--- src/rtl/light_circuit_tester.sv ---
`default_nettype none
// ============================================================================
// Module      : light_circuit_tester
// Description : Exhaustive functional tester for a 3-switch light circuit
//               whose intended behaviour is F = C & (A | B). Each of the
//               eight switch vectors is driven onto a_out/b_out/c_out and
//               held for SETTLE_CYCLES+1 cycles. The returned light f_in is
//               synchronised, then compared against the expected value in
//               the last cycle of that hold window. Failures are collected
//               into a per-vector bitmap and a count.
// Ports       :
//   clk         system clock, rising-edge active
//   rst         asynchronous active-high reset
//   start       begin a run (ignored while busy)
//   f_in        light F from circuit under test (asynchronous to clk)
//   a_out       switch A drive (vector MSB)
//   b_out       switch B drive
//   c_out       switch C drive (vector LSB)
//   busy        run in progress
//   done        run finished, results valid
//   pass        no vector failed (valid with done)
//   fail_count  number of failing vectors, 0..8
//   fail_vec    bit i set when vector i failed
// Revision    : 1.0 - initial release
// ============================================================================
module light_circuit_tester #(
  parameter int SETTLE_CYCLES = 4  // legal range 3..15
) (
  input  logic       clk,
  input  logic       rst,
  input  logic       start,
  input  logic       f_in,
  output logic       a_out,
  output logic       b_out,
  output logic       c_out,
  output logic       busy,
  output logic       done,
  output logic       pass,
  output logic [3:0] fail_count,
  output logic [7:0] fail_vec
);

  typedef enum logic [1:0] {
    ST_IDLE   = 2'd0,
    ST_SETTLE = 2'd1,
    ST_SAMPLE = 2'd2,
    ST_DONE   = 2'd3
  } state_t;

  localparam logic [3:0] C_CNT_LAST = 4'(SETTLE_CYCLES - 1);

  state_t     r_state, w_state_nxt;
  logic [2:0] r_idx, w_idx_nxt;
  logic [3:0] r_cnt, w_cnt_nxt;
  logic [3:0] r_fail_count, w_fail_count_nxt;
  logic [7:0] r_fail_vec, w_fail_vec_nxt;
  logic       r_busy, w_busy_nxt;
  logic       r_done, w_done_nxt;
  logic       r_pass, w_pass_nxt;

  // Two-flop synchroniser for the asynchronous light input
  logic r_sync1, r_sync2;

  logic w_exp;
  logic w_mismatch;

  always_ff @(posedge clk or posedge rst) begin
    if (rst) begin
      r_sync1 <= 1'b0;
      r_sync2 <= 1'b0;
    end else begin
      r_sync1 <= f_in;
      r_sync2 <= r_sync1;
    end
  end

  // Expected light for the vector currently driven: C & (A | B)
  assign w_exp      = r_idx[0] & (r_idx[2] | r_idx[1]);
  assign w_mismatch = (r_sync2 != w_exp);

  // State and result registers
  always_ff @(posedge clk or posedge rst) begin
    if (rst) begin
      r_state      <= ST_IDLE;
      r_idx        <= 3'd0;
      r_cnt        <= 4'd0;
      r_fail_count <= 4'd0;
      r_fail_vec   <= 8'd0;
      r_busy       <= 1'b0;
      r_done       <= 1'b0;
      r_pass       <= 1'b0;
    end else begin
      r_state      <= w_state_nxt;
      r_idx        <= w_idx_nxt;
      r_cnt        <= w_cnt_nxt;
      r_fail_count <= w_fail_count_nxt;
      r_fail_vec   <= w_fail_vec_nxt;
      r_busy       <= w_busy_nxt;
      r_done       <= w_done_nxt;
      r_pass       <= w_pass_nxt;
    end
  end

  // Next-state and datapath logic
  always_comb begin
    w_state_nxt      = r_state;
    w_idx_nxt        = r_idx;
    w_cnt_nxt        = r_cnt;
    w_fail_count_nxt = r_fail_count;
    w_fail_vec_nxt   = r_fail_vec;
    w_busy_nxt       = r_busy;
    w_done_nxt       = r_done;
    w_pass_nxt       = r_pass;

    case (r_state)
      ST_IDLE, ST_DONE: begin
        // Results of a finished run persist until the next start
        if (start) begin
          w_state_nxt      = ST_SETTLE;
          w_idx_nxt        = 3'd0;
          w_cnt_nxt        = 4'd0;
          w_fail_count_nxt = 4'd0;
          w_fail_vec_nxt   = 8'd0;
          w_busy_nxt       = 1'b1;
          w_done_nxt       = 1'b0;
          w_pass_nxt       = 1'b0;
        end
      end

      ST_SETTLE: begin
        // Counter value is don't-care on exit; SAMPLE clears it
        w_cnt_nxt = r_cnt + 4'd1;
        if (r_cnt == C_CNT_LAST) begin
          w_state_nxt = ST_SAMPLE;
        end
      end

      ST_SAMPLE: begin
        if (w_mismatch) begin
          w_fail_vec_nxt[r_idx] = 1'b1;
          if (r_fail_count != 4'd8) begin
            w_fail_count_nxt = r_fail_count + 4'd1;
          end
        end
        if (r_idx != 3'd7) begin
          w_idx_nxt   = r_idx + 3'd1;
          w_cnt_nxt   = 4'd0;
          w_state_nxt = ST_SETTLE;
        end else begin
          // Last vector: pass must reflect this cycle's comparison too
          w_state_nxt = ST_DONE;
          w_busy_nxt  = 1'b0;
          w_done_nxt  = 1'b1;
          w_pass_nxt  = (w_fail_count_nxt == 4'd0);
        end
      end

      default: begin
        w_state_nxt = ST_IDLE;
      end
    endcase
  end

  // Switch drives come straight from the vector index; DONE leaves idx at 7
  assign a_out      = r_idx[2];
  assign b_out      = r_idx[1];
  assign c_out      = r_idx[0];
  assign busy       = r_busy;
  assign done       = r_done;
  assign pass       = r_pass;
  assign fail_count = r_fail_count;
  assign fail_vec   = r_fail_vec;

endmodule
`default_nettype wire

--- config.mk ---
export PLATFORM = sky130hd
export DESIGN_NAME = light_circuit_tester
export DESIGN_NICKNAME = d
export VERILOG_FILES = /design/src/rtl/light_circuit_tester.sv
export SDC_FILE = /design/constraint.sdc
export NUM_CORES = 1
export LEC_CHECK = 0
export ABC_AREA = 1
export CORE_UTILIZATION = 50
export CTS_CLUSTER_DIAMETER = 60
export DETAILED_ROUTE_END_ITERATION = 10
export DONT_BUFFER_PORTS = 1
export PLACE_DENSITY = 0.65
export RECOVER_POWER = 25
export SETUP_SLACK_MARGIN = 0.1
export SLEW_MARGIN = 20
export SYNTH_ARGS = -nofsm -noshare
export SYNTH_HDL_FRONTEND = slang
export SYNTH_SLANG_ARGS = --single-unit
--- constraint.sdc ---
create_clock -name clk -period 4.45 [get_ports clk]
set_input_delay 0.445 -clock clk [delete_from_list [all_inputs] [get_ports clk]]
set_output_delay 0.445 -clock clk [all_outputs]
set_load 0.02 [all_outputs]
### Routing congestion, run 1

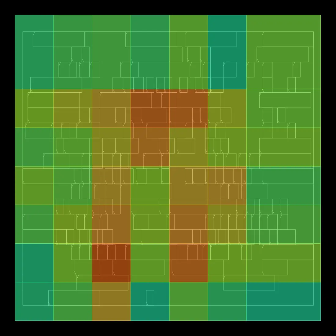
average wire per cell in the routed design: 12.6 um
GRT Total Usage: 19.8%
met1 usage: 26.7%

### Signal wires by layer, run 1

Only two layers are drawn.
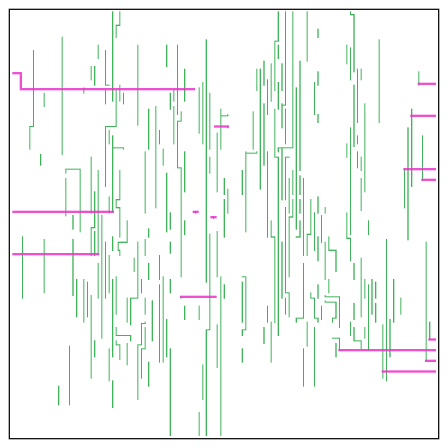
colour	layer	wire length
magenta	metal 3	86.0 um
green	metal 2	1220 um

### Sequential cells coloured by netlist name, run 1

The bar under the picture is 20 um long.
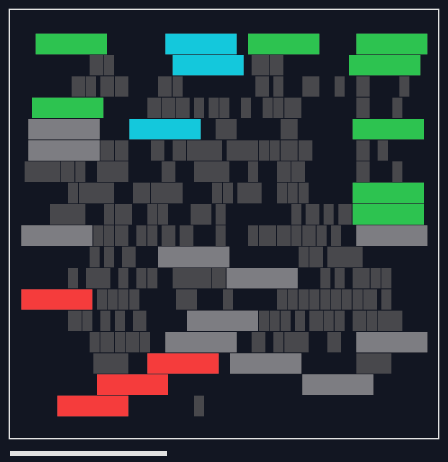
colour	name in the netlist	sequential cells
red	r_cnt	4
cyan	r_idx	3
green	fail_vec	8
not coloured	11

==> impl_metrics.xml, run 1 <==
<?xml version="1.0" encoding="UTF-8"?>
<metrics>
  <group name="die">
    <metric name="placeable_core_area" unit="mm^2">0.00254</metric>
    <metric name="dieWidth" unit="um">54.7</metric>
    <metric name="pin_count" unit="">22</metric>
    <metric name="tapCellCount" unit="">30</metric>
    <metric name="floorplan.die.height" unit="um">54.7</metric>
  </group>
  <group name="power_and_ir_drop">
    <metric name="internal_power_component" unit="uW">425</metric>
    <metric name="total_power" unit="uW">792</metric>
    <metric name="power.share.combinational" unit="%">40.8</metric>
    <metric name="worst_vdd_rail_ir_drop" unit="mV">0.365</metric>
    <metric name="power.group.top" unit="">registers</metric>
    <metric name="swShare" unit="%">46.3</metric>
    <metric name="pg_clk" unit="uW">118</metric>
    <metric name="power.share.clock" unit="%">14.9</metric>
    <metric name="p_seq" unit="uW">351</metric>
    <metric name="power.combinational.total" unit="uW">323</metric>
    <metric name="power.share.sequential" unit="%">44.3</metric>
  </group>
  <group name="routing">
    <metric name="route.vias.total" unit="">1081</metric>
    <metric name="top_layer_used" unit="">met4</metric>
    <metric name="drtIter0Drc" unit="">15</metric>
    <metric name="drt.antenna.violating_nets" unit="">0</metric>
    <metric name="drc" unit="">0</metric>
    <metric name="met2_routed_wirelength" unit="um">1220</metric>
  </group>
  <group name="yosys">
    <metric name="most_common_cell" unit="">sky130_fd_sc_hd__nand2_1</metric>
    <metric name="synthDominantCellAreaShare" unit="%">46.9</metric>
    <metric name="floorplan.nets" unit="">184</metric>
    <metric name="synth_simple_gate_area_share" unit="%">27.0</metric>
    <metric name="ys_seq_share" unit="%">46.9</metric>
    <metric name="netlist_top_cells_count" unit="">43 x sky130_fd_sc_hd__nand2_1, 26 x sky130_fd_sc_hd__dfrtp_1, 23 x sky130_fd_sc_hd__inv_1, 21 x sky130_fd_sc_hd__o21ai_0, 14 x sky130_fd_sc_hd__nand3_1</metric>
    <metric name="syn-mean-instance-area" unit="um^2">8.06</metric>
    <metric name="netlist_top_cells_area" unit="">sky130_fd_sc_hd__dfrtp_1 47%, sky130_fd_sc_hd__nand2_1 12%, sky130_fd_sc_hd__o21ai_0 7.6%</metric>
    <metric name="synth.distinct_cells" unit="">18</metric>
    <metric name="top_logic_kind" unit="">simple AND/OR/NAND/NOR gates</metric>
    <metric name="synth-cells-yosys" unit="">172</metric>
    <metric name="post_synth_xor_area_fraction" unit="%">1.90</metric>
    <metric name="aoi_share" unit="%">10.5</metric>
    <metric name="synth.cellmix.adderShare" unit="%">7.22</metric>
    <metric name="ys_warn_count" unit="">0</metric>
    <metric name="synth_chip_area" unit="mm^2">0.00139</metric>
    <metric name="synthArstFlopShare" unit="%">100</metric>
  </group>
  <group name="finish">
    <metric name="final-clk-cell-share" unit="%">2.49</metric>
    <metric name="final.fill_count" unit="">249</metric>
    <metric name="fin_util" unit="%">57.4</metric>
    <metric name="final_net_count" unit="">189</metric>
    <metric name="seq-cell-share" unit="%">44.6</metric>
    <metric name="flip_flop_count_of_the_largest_register_all_copies_and_words_added" unit="">8</metric>
    <metric name="finish.instance_area" unit="mm^2">0.00146</metric>
    <metric name="comb_area_share" unit="%">44.2</metric>
    <metric name="mostFrequentLayoutCell" unit="">sky130_fd_sc_hd__nand2_1</metric>
    <metric name="antennaDiodeCount" unit="">0</metric>
    <metric name="layout.nonclk_buf_share" unit="%">0</metric>
    <metric name="final_cells" unit="">206</metric>
    <metric name="clock_buffer_count" unit="">4</metric>
    <metric name="final-seq-area" unit="um^2">651</metric>
    <metric name="nNonClkBuffers" unit="">0</metric>
    <metric name="area_used_by_multi_input_combinational_logic" unit="um^2">646</metric>
  </group>
  <group name="worst_setup_path">
    <metric name="timing.critical_path.required" unit="ns">4.67</metric>
    <metric name="crit_chain" unit="">ha_1 -&gt; ha_1 -&gt; nand2_1 -&gt; inv_1 -&gt; or2_2 -&gt; o21ai_0 -&gt; nor2_1</metric>
    <metric name="crit_path_end" unit="">r_cnt[3]$_DFFE_PP0P_</metric>
    <metric name="timing.reg2reg.worst_path_depth" unit="">7</metric>
    <metric name="timing.critical_path.slowest_cell_delay" unit="ns">0.60</metric>
    <metric name="logic_depth_of_the_worst_path_buffers_included" unit="">7</metric>
    <metric name="setup.worst_path.start_class" unit="">register</metric>
    <metric name="crit_path_start" unit="">r_idx[0]$_DFFE_PP0P_</metric>
    <metric name="critical_path.n_buffers_inverters" unit="">1</metric>
    <metric name="critPathMostFrequentCell" unit="">sky130_fd_sc_hd__ha_1</metric>
    <metric name="worst-path-max-fanout" unit="">9</metric>
    <metric name="worstSetupPathType" unit="">reg -&gt; reg</metric>
    <metric name="r2r_start" unit="">r_idx[0]$_DFFE_PP0P_</metric>
    <metric name="cp_data_arrival_time" unit="ns">2.07</metric>
    <metric name="cpMaxStageDelayCell" unit="">sky130_fd_sc_hd__dfrtp_1</metric>
  </group>
  <group name="clock_network">
    <metric name="cts_tree" unit="">built</metric>
    <metric name="postCtsSetupRepairBufs" unit="">0</metric>
    <metric name="cts.repair.resized" unit="">0</metric>
    <metric name="cts_htree_levels" unit="">1</metric>
    <metric name="path_clk_slew" unit="ns">0.14</metric>
    <metric name="clkLatencyLatePin" unit="ns">0.32</metric>
    <metric name="cts_inserted_buffers" unit="">3</metric>
  </group>
  <group name="status">
    <metric name="outcome" unit="">complete, no violations</metric>
  </group>
  <group name="global_routing">
    <metric name="antenna_found_initial" unit="">0</metric>
    <metric name="gr-total-overflow" unit="">0</metric>
    <metric name="largest_net_degree_at_the_start_of_global_routing" unit="">27</metric>
    <metric name="grt_util_met2" unit="%">32.1</metric>
    <metric name="use_met3" unit="%">3.06</metric>
    <metric name="global_route.peak_usage_layer" unit="">met2</metric>
  </group>
  <group name="final_timing">
    <metric name="tightestPinTransition" unit="ns">0.916</metric>
    <metric name="max_frequency" unit="MHz">540</metric>
    <metric name="final-setup-viol-count" unit="">0</metric>
    <metric name="finalHoldViolCount" unit="">0</metric>
    <metric name="final.setup.worst_slack" unit="ns">2.60</metric>
    <metric name="number_of_pins_exceeding_their_max_slew_limit_in_the_final_report" unit="">0</metric>
    <metric name="period_needed" unit="ns">1.85</metric>
  </group>
  <group name="min_path">
    <metric name="min-delay-path-class" unit="">in -&gt; async</metric>
  </group>
  <group name="placement">
    <metric name="place.port_buffers" unit="">0</metric>
    <metric name="placed_cell_area" unit="mm^2">0.00142</metric>
    <metric name="place.detailed.hpwl" unit="um">1930</metric>
    <metric name="post-place-ws" unit="ns">2.62</metric>
    <metric name="placedCellCount" unit="">202</metric>
  </group>
  <group name="run">
    <metric name="maxCapViolCount" unit="">0</metric>
  </group>
</metrics>
==> run 2: changes to the inputs <==
==> constraint.sdc (replaced) <==
create_clock -name clk -period 1.8 [get_ports clk]
set_input_delay 0.18 -clock clk [delete_from_list [all_inputs] [get_ports clk]]
set_output_delay 0.18 -clock clk [all_outputs]
set_load 0.02 [all_outputs]
### Signal wires by layer, run 2

Only two layers are drawn.
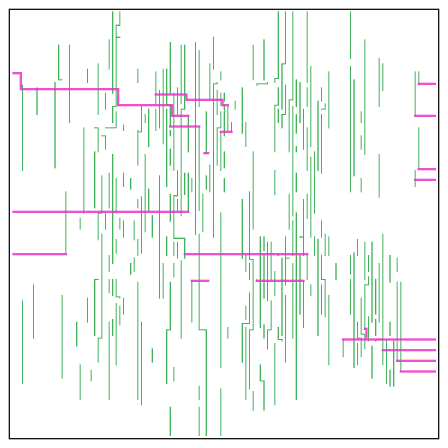
colour	layer	wire length
magenta	metal 3	135 um
green	metal 2	1370 um

### Nets reached from selected ports, run 2

The bar under the picture is 20 um long.
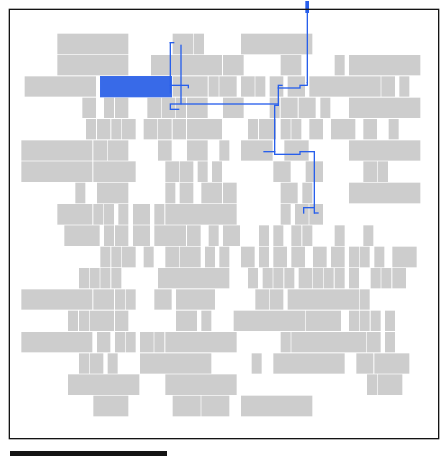
colour	port	bits	direction	edge	end cells	buffers	wire
blue	c_out	1	output	top	1	1	72.9 um
IO Pins: 22
Port Buf Inserts: 0

### Routing congestion, run 2

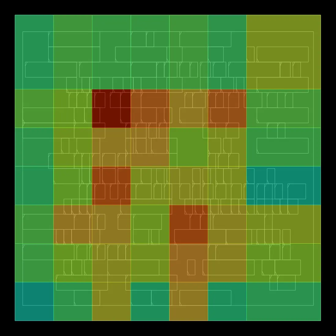
fraction of met2 tracks used by global routing: 35.5%
layer carrying the most global-route usage: met2
GRT Total Usage: 20.3%
post-layout utilization of the core: 61.4%

==> run 2 against run 1 <==
Worst hold slack worse by 0.015 ns. Global-route usage up 0.42 points. Sequential cell count unchanged. Area after synthesis unchanged. Clock-buffer cell count unchanged. Power rose to 2.7 times the previous value. Worst setup slack worse by 2.5 ns. Die area unchanged. Via count up 6.9%. Routed wire length up 6.7%.
==> impl_metrics.xml, run 2 <==
<?xml version="1.0" encoding="UTF-8"?>
<metrics>
  <group name="routing">
    <metric name="drc" unit="">0</metric>
    <metric name="post_drt_wl_per_cell" unit="um">12.8</metric>
    <metric name="sum_of_met3_wire_segment_lengths_after_detailed_routing" unit="um">134</metric>
    <metric name="drtIter0Drc" unit="">28</metric>
    <metric name="detail_route.first_pass.iterations" unit="">4</metric>
    <metric name="route.vias.total" unit="">1156</metric>
    <metric name="top_layer_used" unit="">met4</metric>
    <metric name="met2_routed_wirelength" unit="um">1370</metric>
    <metric name="drt.antenna.violating_nets" unit="">0</metric>
    <metric name="met1Wirelength" unit="um">1250</metric>
  </group>
  <group name="finish">
    <metric name="area_used_by_multi_input_combinational_logic" unit="um^2">659</metric>
    <metric name="mostFrequentLayoutCell" unit="">sky130_fd_sc_hd__nand2_1</metric>
    <metric name="nNonClkBuffers" unit="">11</metric>
    <metric name="layout.nonclk_buf_share" unit="%">5.37</metric>
    <metric name="final_cells" unit="">217</metric>
    <metric name="final-seq-area" unit="um^2">652</metric>
    <metric name="area_delta_synth_final" unit="%">12.6</metric>
    <metric name="final.fill_count" unit="">234</metric>
    <metric name="final_net_count" unit="">200</metric>
    <metric name="final-clk-cell-share" unit="%">2.32</metric>
    <metric name="clock_buffer_count" unit="">4</metric>
    <metric name="flip_flop_count_of_the_largest_register_all_copies_and_words_added" unit="">8</metric>
    <metric name="multiInputCombCellCount" unit="">122</metric>
    <metric name="comb_area_share" unit="%">42.2</metric>
    <metric name="largest_cell_class" unit="">multi-input combinational cells</metric>
    <metric name="antennaDiodeCount" unit="">0</metric>
    <metric name="n_sequential_cell" unit="">26</metric>
    <metric name="layout_top_cells" unit="">41 x sky130_fd_sc_hd__nand2_1, 25 x sky130_fd_sc_hd__dfrtp_1, 22 x sky130_fd_sc_hd__inv_1</metric>
    <metric name="seq-cell-share" unit="%">41.7</metric>
    <metric name="finish.instance_area" unit="mm^2">0.00156</metric>
  </group>
  <group name="power_and_ir_drop">
    <metric name="worst_vdd_rail_ir_drop" unit="mV">0.804</metric>
    <metric name="power.share.combinational" unit="%">48.6</metric>
    <metric name="power.net_switching" unit="uW">964</metric>
    <metric name="power.share.sequential" unit="%">38.0</metric>
    <metric name="internal_power_component" unit="mW">1.21</metric>
    <metric name="power.group.top" unit="">combinational logic</metric>
    <metric name="power.combinational.total" unit="mW">1.06</metric>
    <metric name="swShare" unit="%">44.4</metric>
    <metric name="pg_clk" unit="uW">291</metric>
    <metric name="p_seq" unit="uW">826</metric>
    <metric name="power.share.clock" unit="%">13.4</metric>
    <metric name="power.static_leakage" unit="nW">0.783</metric>
    <metric name="total_power" unit="mW">2.17</metric>
  </group>
  <group name="global_routing">
    <metric name="largest_net_degree_at_the_start_of_global_routing" unit="">20</metric>
    <metric name="grt_pass1_wl" unit="um">4370</metric>
    <metric name="antenna_found_initial" unit="">0</metric>
    <metric name="use_met3" unit="%">3.89</metric>
    <metric name="grt.met1_usage" unit="%">24.6</metric>
    <metric name="number_of_global_route_vias_before_repair" unit="">1078</metric>
    <metric name="gr-total-overflow" unit="">0</metric>
  </group>
  <group name="placement">
    <metric name="placed_cell_area" unit="mm^2">0.00145</metric>
    <metric name="place.detailed.hpwl" unit="um">2080</metric>
    <metric name="post-place-ws" unit="ns">0.0747</metric>
    <metric name="placedCellCount" unit="">206</metric>
  </group>
  <group name="yosys">
    <metric name="edf_count" unit="">0</metric>
    <metric name="synth.distinct_cells" unit="">18</metric>
    <metric name="ys_warn_count" unit="">0</metric>
    <metric name="yosys-mux-area-fraction" unit="%">0</metric>
    <metric name="synth.ff_latch_count" unit="">26</metric>
    <metric name="netlist_top_cells_area" unit="">sky130_fd_sc_hd__dfrtp_1 47%, sky130_fd_sc_hd__nand2_1 12%, sky130_fd_sc_hd__o21ai_0 7.6%</metric>
    <metric name="syn-mean-instance-area" unit="um^2">8.06</metric>
    <metric name="postSynthCellCount" unit="">172</metric>
    <metric name="flop_cell" unit="">sky130_fd_sc_hd__dfrtp_1</metric>
    <metric name="synth_chip_area" unit="mm^2">0.00139</metric>
    <metric name="synthArstFlopShare" unit="%">100</metric>
    <metric name="synth-cells-yosys" unit="">172</metric>
    <metric name="synth.cellmix.adderShare" unit="%">7.22</metric>
    <metric name="most_common_cell" unit="">sky130_fd_sc_hd__nand2_1</metric>
    <metric name="post_synth_xor_area_fraction" unit="%">1.90</metric>
    <metric name="top_logic_kind" unit="">simple AND/OR/NAND/NOR gates</metric>
    <metric name="aoi_share" unit="%">10.5</metric>
    <metric name="ys_seq_share" unit="%">46.9</metric>
    <metric name="syn-cell-area" unit="mm^2">0.00139</metric>
    <metric name="synth_simple_gate_area_share" unit="%">27.0</metric>
    <metric name="netlist_top_cells_count" unit="">43 x sky130_fd_sc_hd__nand2_1, 26 x sky130_fd_sc_hd__dfrtp_1, 23 x sky130_fd_sc_hd__inv_1, 21 x sky130_fd_sc_hd__o21ai_0, 14 x sky130_fd_sc_hd__nand3_1</metric>
    <metric name="synthDominantCellAreaShare" unit="%">46.9</metric>
    <metric name="floorplan.nets" unit="">184</metric>
    <metric name="cell_type_with_the_largest_total_area_after_synthesis" unit="">sky130_fd_sc_hd__dfrtp_1</metric>
  </group>
  <group name="die">
    <metric name="tapCellCount" unit="">30</metric>
    <metric name="dieWidth" unit="um">54.7</metric>
    <metric name="core.rowCount" unit="">18</metric>
    <metric name="placeable_core_area" unit="mm^2">0.00254</metric>
    <metric name="floorplan.die.height" unit="um">54.7</metric>
    <metric name="chip_area" unit="mm^2">0.00299</metric>
    <metric name="core_util_at_fp" unit="%">54.5</metric>
  </group>
  <group name="worst_setup_path">
    <metric name="timing.reg2reg.worst_path_depth" unit="">7</metric>
    <metric name="timing.rr.end" unit="">r_cnt[3]$_DFFE_PP0P_</metric>
    <metric name="setup.worst_path.start_class" unit="">register</metric>
    <metric name="cpMaxStageDelayCell" unit="">sky130_fd_sc_hd__dfrtp_1</metric>
    <metric name="timing.critical_path.required" unit="ns">2.01</metric>
    <metric name="worstSetupPathType" unit="">reg -&gt; reg</metric>
    <metric name="worst-r2r-setup-slack" unit="ns">0.14</metric>
    <metric name="crit_chain" unit="">ha_1 -&gt; ha_1 -&gt; nand2_1 -&gt; inv_1 -&gt; or2_2 -&gt; o21ai_0 -&gt; nor2_1</metric>
    <metric name="crit_path_end_kind" unit="">register</metric>
    <metric name="worst-path-max-fanout" unit="">4</metric>
    <metric name="crit_path_end" unit="">r_cnt[3]$_DFFE_PP0P_</metric>
    <metric name="r2r_start" unit="">r_idx[1]$_DFFE_PP0P_</metric>
    <metric name="timing.critical_path.slowest_cell_delay" unit="ns">0.41</metric>
    <metric name="logic_depth_of_the_worst_path_buffers_included" unit="">7</metric>
    <metric name="cp_data_arrival_time" unit="ns">1.87</metric>
    <metric name="critical_path.n_buffers_inverters" unit="">1</metric>
    <metric name="crit_path_start" unit="">r_idx[1]$_DFFE_PP0P_</metric>
    <metric name="critPathMostFrequentCell" unit="">sky130_fd_sc_hd__ha_1</metric>
  </group>
  <group name="final_timing">
    <metric name="number_of_pins_exceeding_their_max_slew_limit_in_the_final_report" unit="">0</metric>
    <metric name="final-setup-viol-count" unit="">0</metric>
    <metric name="whs" unit="ns">0.0651</metric>
    <metric name="max_frequency" unit="MHz">604</metric>
    <metric name="totalNegativeSetupSlack" unit="ns">0</metric>
    <metric name="final.setup.worst_slack" unit="ns">0.144</metric>
    <metric name="tightestPinTransition" unit="ns">1.02</metric>
    <metric name="max-slew-margin-rel" unit="%">32.1</metric>
    <metric name="period_needed" unit="ns">1.66</metric>
    <metric name="finalHoldViolCount" unit="">0</metric>
    <metric name="setup_repair_after_global_routing_missed_its_margin" unit="">yes</metric>
  </group>
  <group name="min_path">
    <metric name="hp_start" unit="">start</metric>
    <metric name="whs_path_cells" unit="">2</metric>
    <metric name="min-delay-path-class" unit="">in -&gt; reg</metric>
  </group>
  <group name="clock_network">
    <metric name="clkLatencyLatePin" unit="ns">0.32</metric>
    <metric name="postCtsSetupRepairBufs" unit="">2</metric>
    <metric name="path_clk_slew" unit="ns">0.14</metric>
    <metric name="postCtsHoldBufs" unit="">2</metric>
    <metric name="cts_num_sinks" unit="">26</metric>
    <metric name="cts_tree" unit="">built</metric>
    <metric name="cts_htree_levels" unit="">1</metric>
    <metric name="cts.repair.resized" unit="">0</metric>
    <metric name="cts_inserted_buffers" unit="">3</metric>
  </group>
  <group name="run">
    <metric name="maxCapViolCount" unit="">0</metric>
    <metric name="stage_log_warnings" unit="">30</metric>
  </group>
  <group name="status">
    <metric name="outcome" unit="">complete, no violations</metric>
  </group>
</metrics>
No activity file was given, so power comes from the tool's default toggle rates.
